===== config.mk =====
export PLATFORM = sky130hd
export DESIGN_NAME = ring_osc_reader
export DESIGN_NICKNAME = d
export VERILOG_FILES = /design/src/rtl/ring_osc_reader.sv
export SDC_FILE = /design/constraint.sdc
export NUM_CORES = 1
export LEC_CHECK = 0
export CORE_MARGIN = 8
export CORE_UTILIZATION = 46
export DETAILED_ROUTE_END_ITERATION = 10
export GPL_TIMING_DRIVEN = 1
export PLACE_DENSITY = 0.7
export SKIP_CTS_REPAIR_TIMING = 1
export SLEW_MARGIN = 30
export SYNTH_ARGS = -nofsm -noshare
export SYNTH_HDL_FRONTEND = slang
export SYNTH_SLANG_ARGS = --single-unit

===== constraint.sdc =====
create_clock -name clk -period 2.6 [get_ports clk]
set_input_delay 0.39 -clock clk [delete_from_list [all_inputs] [get_ports clk]]
set_output_delay 0.39 -clock clk [all_outputs]
set_load 0.005 [all_outputs]

===== src/rtl/ring_osc_reader.sv =====
// Sequencer that gates a ring oscillator, snapshots its 15-bit counter before and after
// an enable window, and reports the count delta. Define RO_READER_SWEEP_EN to sweep taps 0..7.
module ring_osc_reader #(
    parameter int WIN_W      = 16,
    parameter int SETTLE     = 4,
    parameter int STABLE_MAX = 255
) (
    input  logic             clk,
    input  logic             rst_n,
    input  logic             start,
    input  logic [2:0]       tap_sel,
    input  logic [WIN_W-1:0] window_cycles,
    input  logic             test_mode_req,
    output logic             osc_enable,
    output logic [2:0]       osc_tap,
    output logic             osc_test_mode,
    input  logic [6:0]       cnt_lo,
    input  logic [7:0]       cnt_hi,
    output logic [14:0]      result,
    output logic [2:0]       result_tap,
    output logic             result_err,
    output logic             result_valid,
    input  logic             result_ready,
    output logic             busy
);

    localparam int TMO_LAST = SETTLE + STABLE_MAX - 1;
    localparam int TMO_W    = $clog2(TMO_LAST + 2);
    localparam int CNT_W    = (WIN_W > TMO_W) ? WIN_W : TMO_W;

    typedef enum logic [2:0] {
        ST_IDLE,
        ST_BASE,
        ST_WINDOW,
        ST_SETTLE,
        ST_SAMPLE,
        ST_DONE
    } state_t;

    state_t             state_reg, state_next;
    logic [CNT_W-1:0]   phase_cnt_reg;
    logic [14:0]        sync1_reg, sync2_reg, prev_reg;
    logic [14:0]        base_reg;
    logic [WIN_W-1:0]   win_len_reg;
    logic [2:0]         tap_reg;
    logic               test_mode_reg;
    logic               osc_enable_reg;
    logic [14:0]        result_reg;
    logic [2:0]         result_tap_reg;
    logic               result_err_reg;

    logic               stable;
    logic               capture;
    logic               base_load;
    logic               res_load;
    logic               res_err;
    logic               tap_advance;

    // The counter is asynchronous to clk; a value is trusted only once it repeats.
    assign stable = (sync2_reg == prev_reg);

    always_comb begin
        state_next  = state_reg;
        capture     = 1'b0;
        base_load   = 1'b0;
        res_load    = 1'b0;
        res_err     = 1'b0;
        tap_advance = 1'b0;
        case (state_reg)
            ST_IDLE: begin
                if (start) begin
                    capture    = 1'b1;
                    state_next = ST_BASE;
                end
            end
            ST_BASE: begin
                if (phase_cnt_reg >= CNT_W'(SETTLE)) begin
                    if (stable) begin
                        base_load  = 1'b1;
                        state_next = (win_len_reg == '0) ? ST_SETTLE : ST_WINDOW;
                    end else if (phase_cnt_reg == CNT_W'(TMO_LAST)) begin
                        res_load   = 1'b1;
                        res_err    = 1'b1;
                        state_next = ST_DONE;
                    end
                end
            end
            ST_WINDOW: begin
                if (phase_cnt_reg == CNT_W'(win_len_reg) - CNT_W'(1))
                    state_next = ST_SETTLE;
            end
            ST_SETTLE: begin
                if ((phase_cnt_reg + CNT_W'(1)) >= CNT_W'(SETTLE))
                    state_next = ST_SAMPLE;
            end
            ST_SAMPLE: begin
                if (stable) begin
                    res_load   = 1'b1;
                    state_next = ST_DONE;
                end else if (phase_cnt_reg == CNT_W'(STABLE_MAX - 1)) begin
                    res_load   = 1'b1;
                    res_err    = 1'b1;
                    state_next = ST_DONE;
                end
            end
            ST_DONE: begin
                if (result_ready) begin
`ifdef RO_READER_SWEEP_EN
                    if (tap_reg == 3'd7) begin
                        state_next = ST_IDLE;
                    end else begin
                        tap_advance = 1'b1;
                        state_next  = ST_BASE;
                    end
`else
                    state_next = ST_IDLE;
`endif
                end
            end
            default: state_next = ST_IDLE;
        endcase
    end

`ifdef RO_READER_SWEEP_EN
    logic unused_tap_sel;
    assign unused_tap_sel = ^tap_sel;
`endif

    always_ff @(posedge clk) begin
        if (!rst_n) begin
            state_reg      <= ST_IDLE;
            phase_cnt_reg  <= '0;
            sync1_reg      <= '0;
            sync2_reg      <= '0;
            prev_reg       <= '0;
            base_reg       <= '0;
            win_len_reg    <= '0;
            tap_reg        <= '0;
            test_mode_reg  <= 1'b0;
            osc_enable_reg <= 1'b0;
            result_reg     <= '0;
            result_tap_reg <= '0;
            result_err_reg <= 1'b0;
        end else begin
            state_reg <= state_next;
            sync1_reg <= {cnt_hi, cnt_lo};
            sync2_reg <= sync1_reg;
            prev_reg  <= sync2_reg;
            // Phase counter restarts on every state change so each state times itself.
            if (state_next != state_reg || state_reg == ST_IDLE || state_reg == ST_DONE)
                phase_cnt_reg <= '0;
            else
                phase_cnt_reg <= phase_cnt_reg + CNT_W'(1);
            osc_enable_reg <= (state_next == ST_WINDOW);
            if (capture) begin
`ifdef RO_READER_SWEEP_EN
                tap_reg <= 3'd0;
`else
                tap_reg <= tap_sel;
`endif
                win_len_reg   <= window_cycles;
                test_mode_reg <= test_mode_req;
            end
            if (tap_advance)
                tap_reg <= tap_reg + 3'd1;
            if (base_load)
                base_reg <= sync2_reg;
            if (res_load) begin
                result_reg     <= res_err ? 15'd0 : (sync2_reg - base_reg);
                result_tap_reg <= tap_reg;
                result_err_reg <= res_err;
            end
        end
    end

    assign osc_enable    = osc_enable_reg;
    assign osc_tap       = tap_reg;
    assign osc_test_mode = test_mode_reg;
    assign result        = result_reg;
    assign result_tap    = result_tap_reg;
    assign result_err    = result_err_reg;
    assign result_valid  = (state_reg == ST_DONE);
    assign busy          = (state_reg != ST_IDLE);

endmodule


### The metal 2 layer, run 1

(2 px per µm)
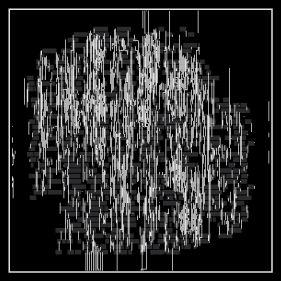
main direction: vertical
longest straight run: 45.9 µm

### Selected gate families, run 1

(4 px per µm)
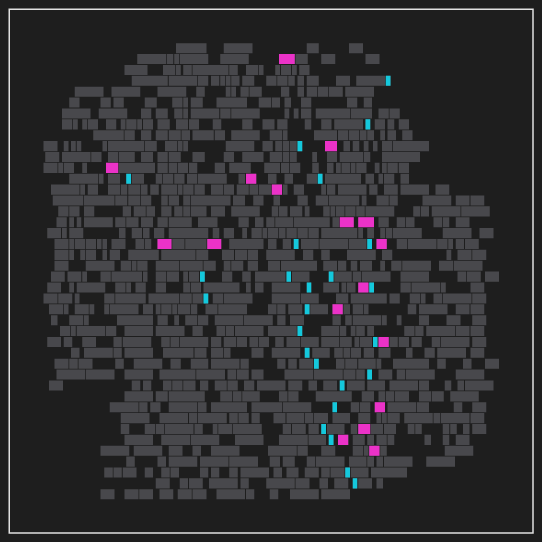
[magenta] non-inverting ao/oa cells | cells: 17 | most used: o21a_1
[cyan] inv cells | cells: 25 | most used: inv_1

### Drive-strength map, run 1

(4 px per µm)
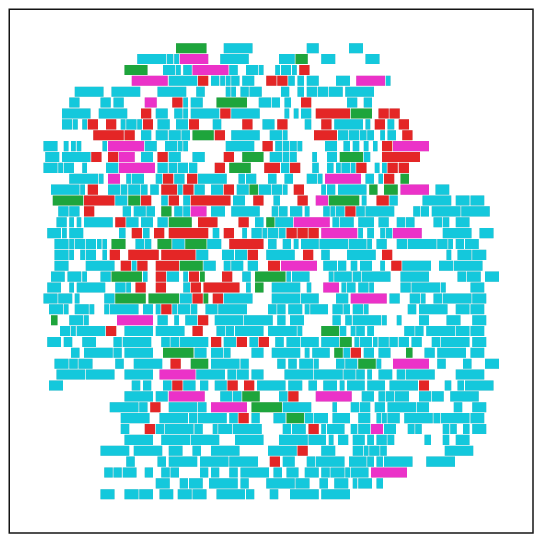
[magenta] _6 and larger | cells: 28 | share: 3.4%
[cyan] _0 and _1 cells | cells: 638 | share: 78%
[red] _3 and _4 cells | cells: 106 | share: 13%
[green] _2 cells | cells: 41 | share: 5.0%

==> Slide: Implementation Results, run 1 <==
Implementation Results

Routing
  • DR vias/cell: 5.32
  • DRC viols: 0
  • WL final: 15.9 mm
  • Top sig layer: met4
  • Routed wl met3: 1.12 mm

Yosys
  • Async S/R FF share, synth: 0
  • Seq/Total Area, Yosys: 0.394
  • XORs/XNORs by Area: 0.0841
  • MUX share of area: 0.0282
  • Mean Syn Cell Area: 9.04 µm²
  • Mapped Area: 0.00604 mm²
  • Yosys top cell by area: dfxtp_1
  • Top cell type by instance count after synthesis: dfxtp_1

Cells and area
  • Most numerous logic cell after layout: dfxtp_1
  • Finished Core Util: 0.625
  • Post-route cell area: 0.00814 mm²
  • Diodes inserted: 0
  • Non-Clock Buffer Area Fraction: 0.167

STA
  • Min Tclk post-route: 2.65 ns
  • Final hold vios: 0
  • Worst slew pin tran: 0.524 ns
  • # setup viols final: 2
  • Setup WS post-layout: -0.0531 ns

Placement
  • Place WS: -0.198 ns
  • Dpl hpwl: 11.6 mm

Power
  • PwrDens: 580 mW/mm²
  • Largest Pwr Group: clock
  • Net switching power figure: 1270 µW

Clock network
  • CTS tree: done
  • Clock Path Buffers: 2

Setup path
  • Worst setup EP type: flop
  • Crit path to: osc_enable
  • Crit start category: flop

Floorplanning
  • Tap cells: 176
  • I/O pins: 65
  • Die ar.: 0.0171 mm²
  • Rows: 42

Global routing
  • Initial antenna violation count: 0
  • GRT met2 Usage: 0.312
  • Met1 GRT Util: 0.236
  • GRT overflow: 0

Run status
  • Outcome: finished with violations
  • Failing checks: negative setup slack

Hold path
  • Hold Path Origin: rst_n
### Metal 3, run 1

(2 px per µm)
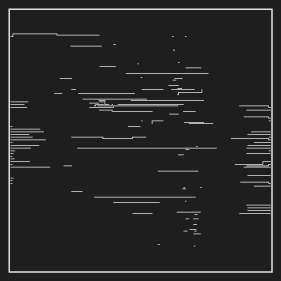

==> run 2, diff against run 1 <==
MAX_ROUTING_LAYER = met4   (was default)
PLACE_DENSITY = 0.67   (was 0.7)
clock period = 2.9 ns   (was 2.6 ns; I/O delays follow)
### Metal 3, run 2

(2 px per µm)
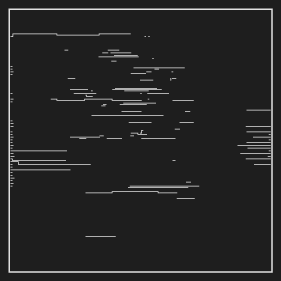
nets with wire on the layer: 84
longest straight run: 36.1 µm
main direction: horizontal
share of all routed wire: 6.1%

### Selected gate families, run 2

(4 px per µm)
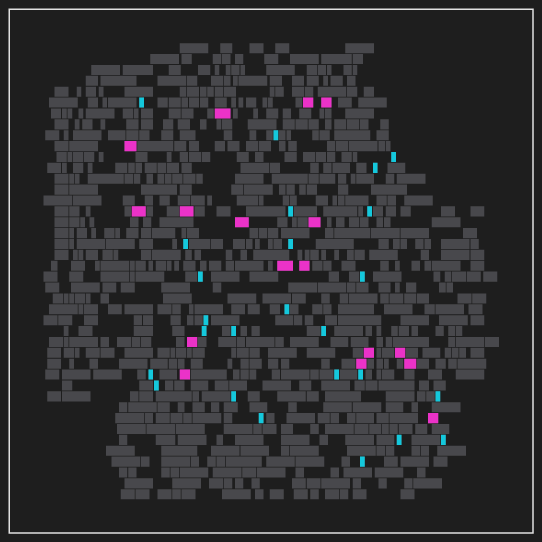
[cyan] inv cells | cells: 25 | most used: inv_1
[magenta] non-inverting ao/oa cells | cells: 17 | most used: o21a_1

==> run 2 against run 1 <==
Net effect: largest cell class unchanged; clock skew down 0.0047 ns; sequential power down 9%; maximum frequency down 5.2%; largest power group unchanged; the flow now finishes without violations; critical path depth up 1.
==> Slide: Implementation Results, run 2 <==
Implementation Results

Run status
  • Outcome: completed (was finished with violations)

Yosys
  • Async S/R FF share, synth: 0 (unchanged)
  • Yosys top cell by area: dfxtp_1 (unchanged)
  • Mapped Area: 0.00604 mm² (unchanged)

Setup path
  • Crit path to: osc_enable (unchanged)
  • Worst setup EP type: flop (unchanged)

Routing
  • DR vias/cell: 5.41 (was 5.32)
  • Routed wl met3: 884 µm (was 1.12 mm)

Hold path
  • Hold Path Origin: sync1_reg[8] (was rst_n)

Cells and area
  • Diodes inserted: 0 (unchanged)
  • Post-route cell area: 0.00749 mm² (was 0.00814 mm²)
  • Non-Clock Buffer Area Fraction: 0.110 (was 0.167)
  • Most numerous logic cell after layout: dfxtp_1 (unchanged)

Clock network
  • CTS tree: done (unchanged)
  • Clock Path Buffers: 2 (unchanged)

Floorplanning
  • Tap cells: 176 (unchanged)
  • Die ar.: 0.0171 mm² (unchanged)

Power
  • PwrDens: 560 mW/mm² (was 580 mW/mm²)
  • Largest Pwr Group: clock (unchanged)
  • Net switching power figure: 1060 µW (was 1270 µW)

Placement
  • Dpl hpwl: 10.7 mm (was 11.6 mm)

Global routing
  • GRT met2 Usage: 0.280 (was 0.312)
  • Met1 GRT Util: 0.231 (was 0.236)
==> run 3, diff against run 2 <==
CTS_CLUSTER_SIZE = 40   (was default)
### Selected gate families, run 3

(4 px per µm)
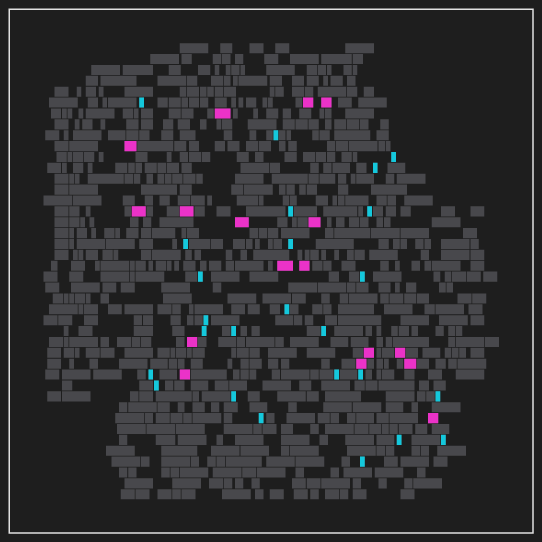
[magenta] non-inverting ao/oa cells | cells: 17 | most used: o21a_1
[cyan] inv cells | cells: 25 | most used: inv_1
most numerous logic cell after layout: dfxtp_1
Non-Filler Instances: 923

==> run 3 against run 2 <==
Net effect: flip-flop count did not move; non-clock buffer count did not move; design area did not move; register-to-register slack barely moved; clock-buffer cell count did not move; first-iteration DRC count did not move; combinational power barely moved; clock power barely moved; total power did not move; hold slack did not move; critical path type unchanged; largest cell class unchanged; largest power group unchanged; highest routed layer unchanged.
==> Slide: Implementation Results, run 3 <==
Implementation Results

STA
  • Min Tclk post-route: 2.80 ns (unchanged)
  • Total Negative Setup Slacks: 0 ns (unchanged)
  • Final hold vios: 0 (unchanged)
  • Setup WS post-layout: 0.102 ns (unchanged)
  • # setup viols final: 0 (unchanged)
  • Worst slew pin tran: 0.949 ns (unchanged)

Power
  • PwrDens: 560 mW/mm² (unchanged)
  • Net switching power figure: 1060 µW (unchanged)
  • Largest Pwr Group: clock (unchanged)
  • Int Pwr: 3140 µW (unchanged)
  • Leakage: 0.00282 µW (unchanged)

Floorplanning
  • Die ar.: 0.0171 mm² (unchanged)
  • Rows: 42 (unchanged)
  • Tap cells: 176 (unchanged)

Cells and area
  • Finished Core Util: 0.575 (unchanged)
  • Post-route cell area: 0.00749 mm² (unchanged)
  • Diodes inserted: 0 (unchanged)
  • Non-Clock Buffer Area Fraction: 0.110 (unchanged)

Placement
  • Dpl hpwl: 10.7 mm (unchanged)
  • Place WS: 0.0593 ns (unchanged)

Routing
  • Routed wl met3: 884 µm (unchanged)
  • WL final: 14.6 mm (unchanged)
  • DR vias/cell: 5.41 (unchanged)

Global routing
  • Met1 GRT Util: 0.231 (unchanged)
  • Initial antenna violation count: 0 (unchanged)
  • GRT overflow: 0 (unchanged)
  • GRT met2 Usage: 0.280 (unchanged)
  • Largest net degree at the start of global routing: 42 (unchanged)

Yosys
  • Top cell type by instance count after synthesis: dfxtp_1 (unchanged)
  • Number of synthesized flops with an enable pin: 0 (unchanged)
  • Synth Area in Simple Gates: 0.267 (unchanged)
  • Seq/Total Area, Yosys: 0.394 (unchanged)
  • Yosys top cell by area: dfxtp_1 (unchanged)
  • Async S/R FF share, synth: 0 (unchanged)
  • Mapped Area: 0.00604 mm² (unchanged)
  • XORs/XNORs by Area: 0.0841 (unchanged)

Setup path
  • Worst setup EP type: flop (unchanged)
  • Reg2reg path depth: 9 (unchanged)
  • Crit start category: flop (unchanged)
  • Crit path to: osc_enable (unchanged)

Hold path
  • Min-Delay Path Class: flop to flop (unchanged)
  • Hold Path Origin: sync1_reg[8] (unchanged)

Run status
  • Outcome: completed (unchanged)

Clock network
  • CTS tree: done (unchanged)
  • Clock Path Buffers: 2 (unchanged)
### Metal 3, run 3

(2 px per µm)
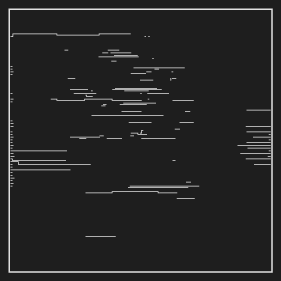
nets with wire on the layer: 84
wire length on this layer: 884 µm
main direction: horizontal
longest straight run: 36.1 µm
share of all routed wire: 6.1%

Power and IR drop assume default switching activity.
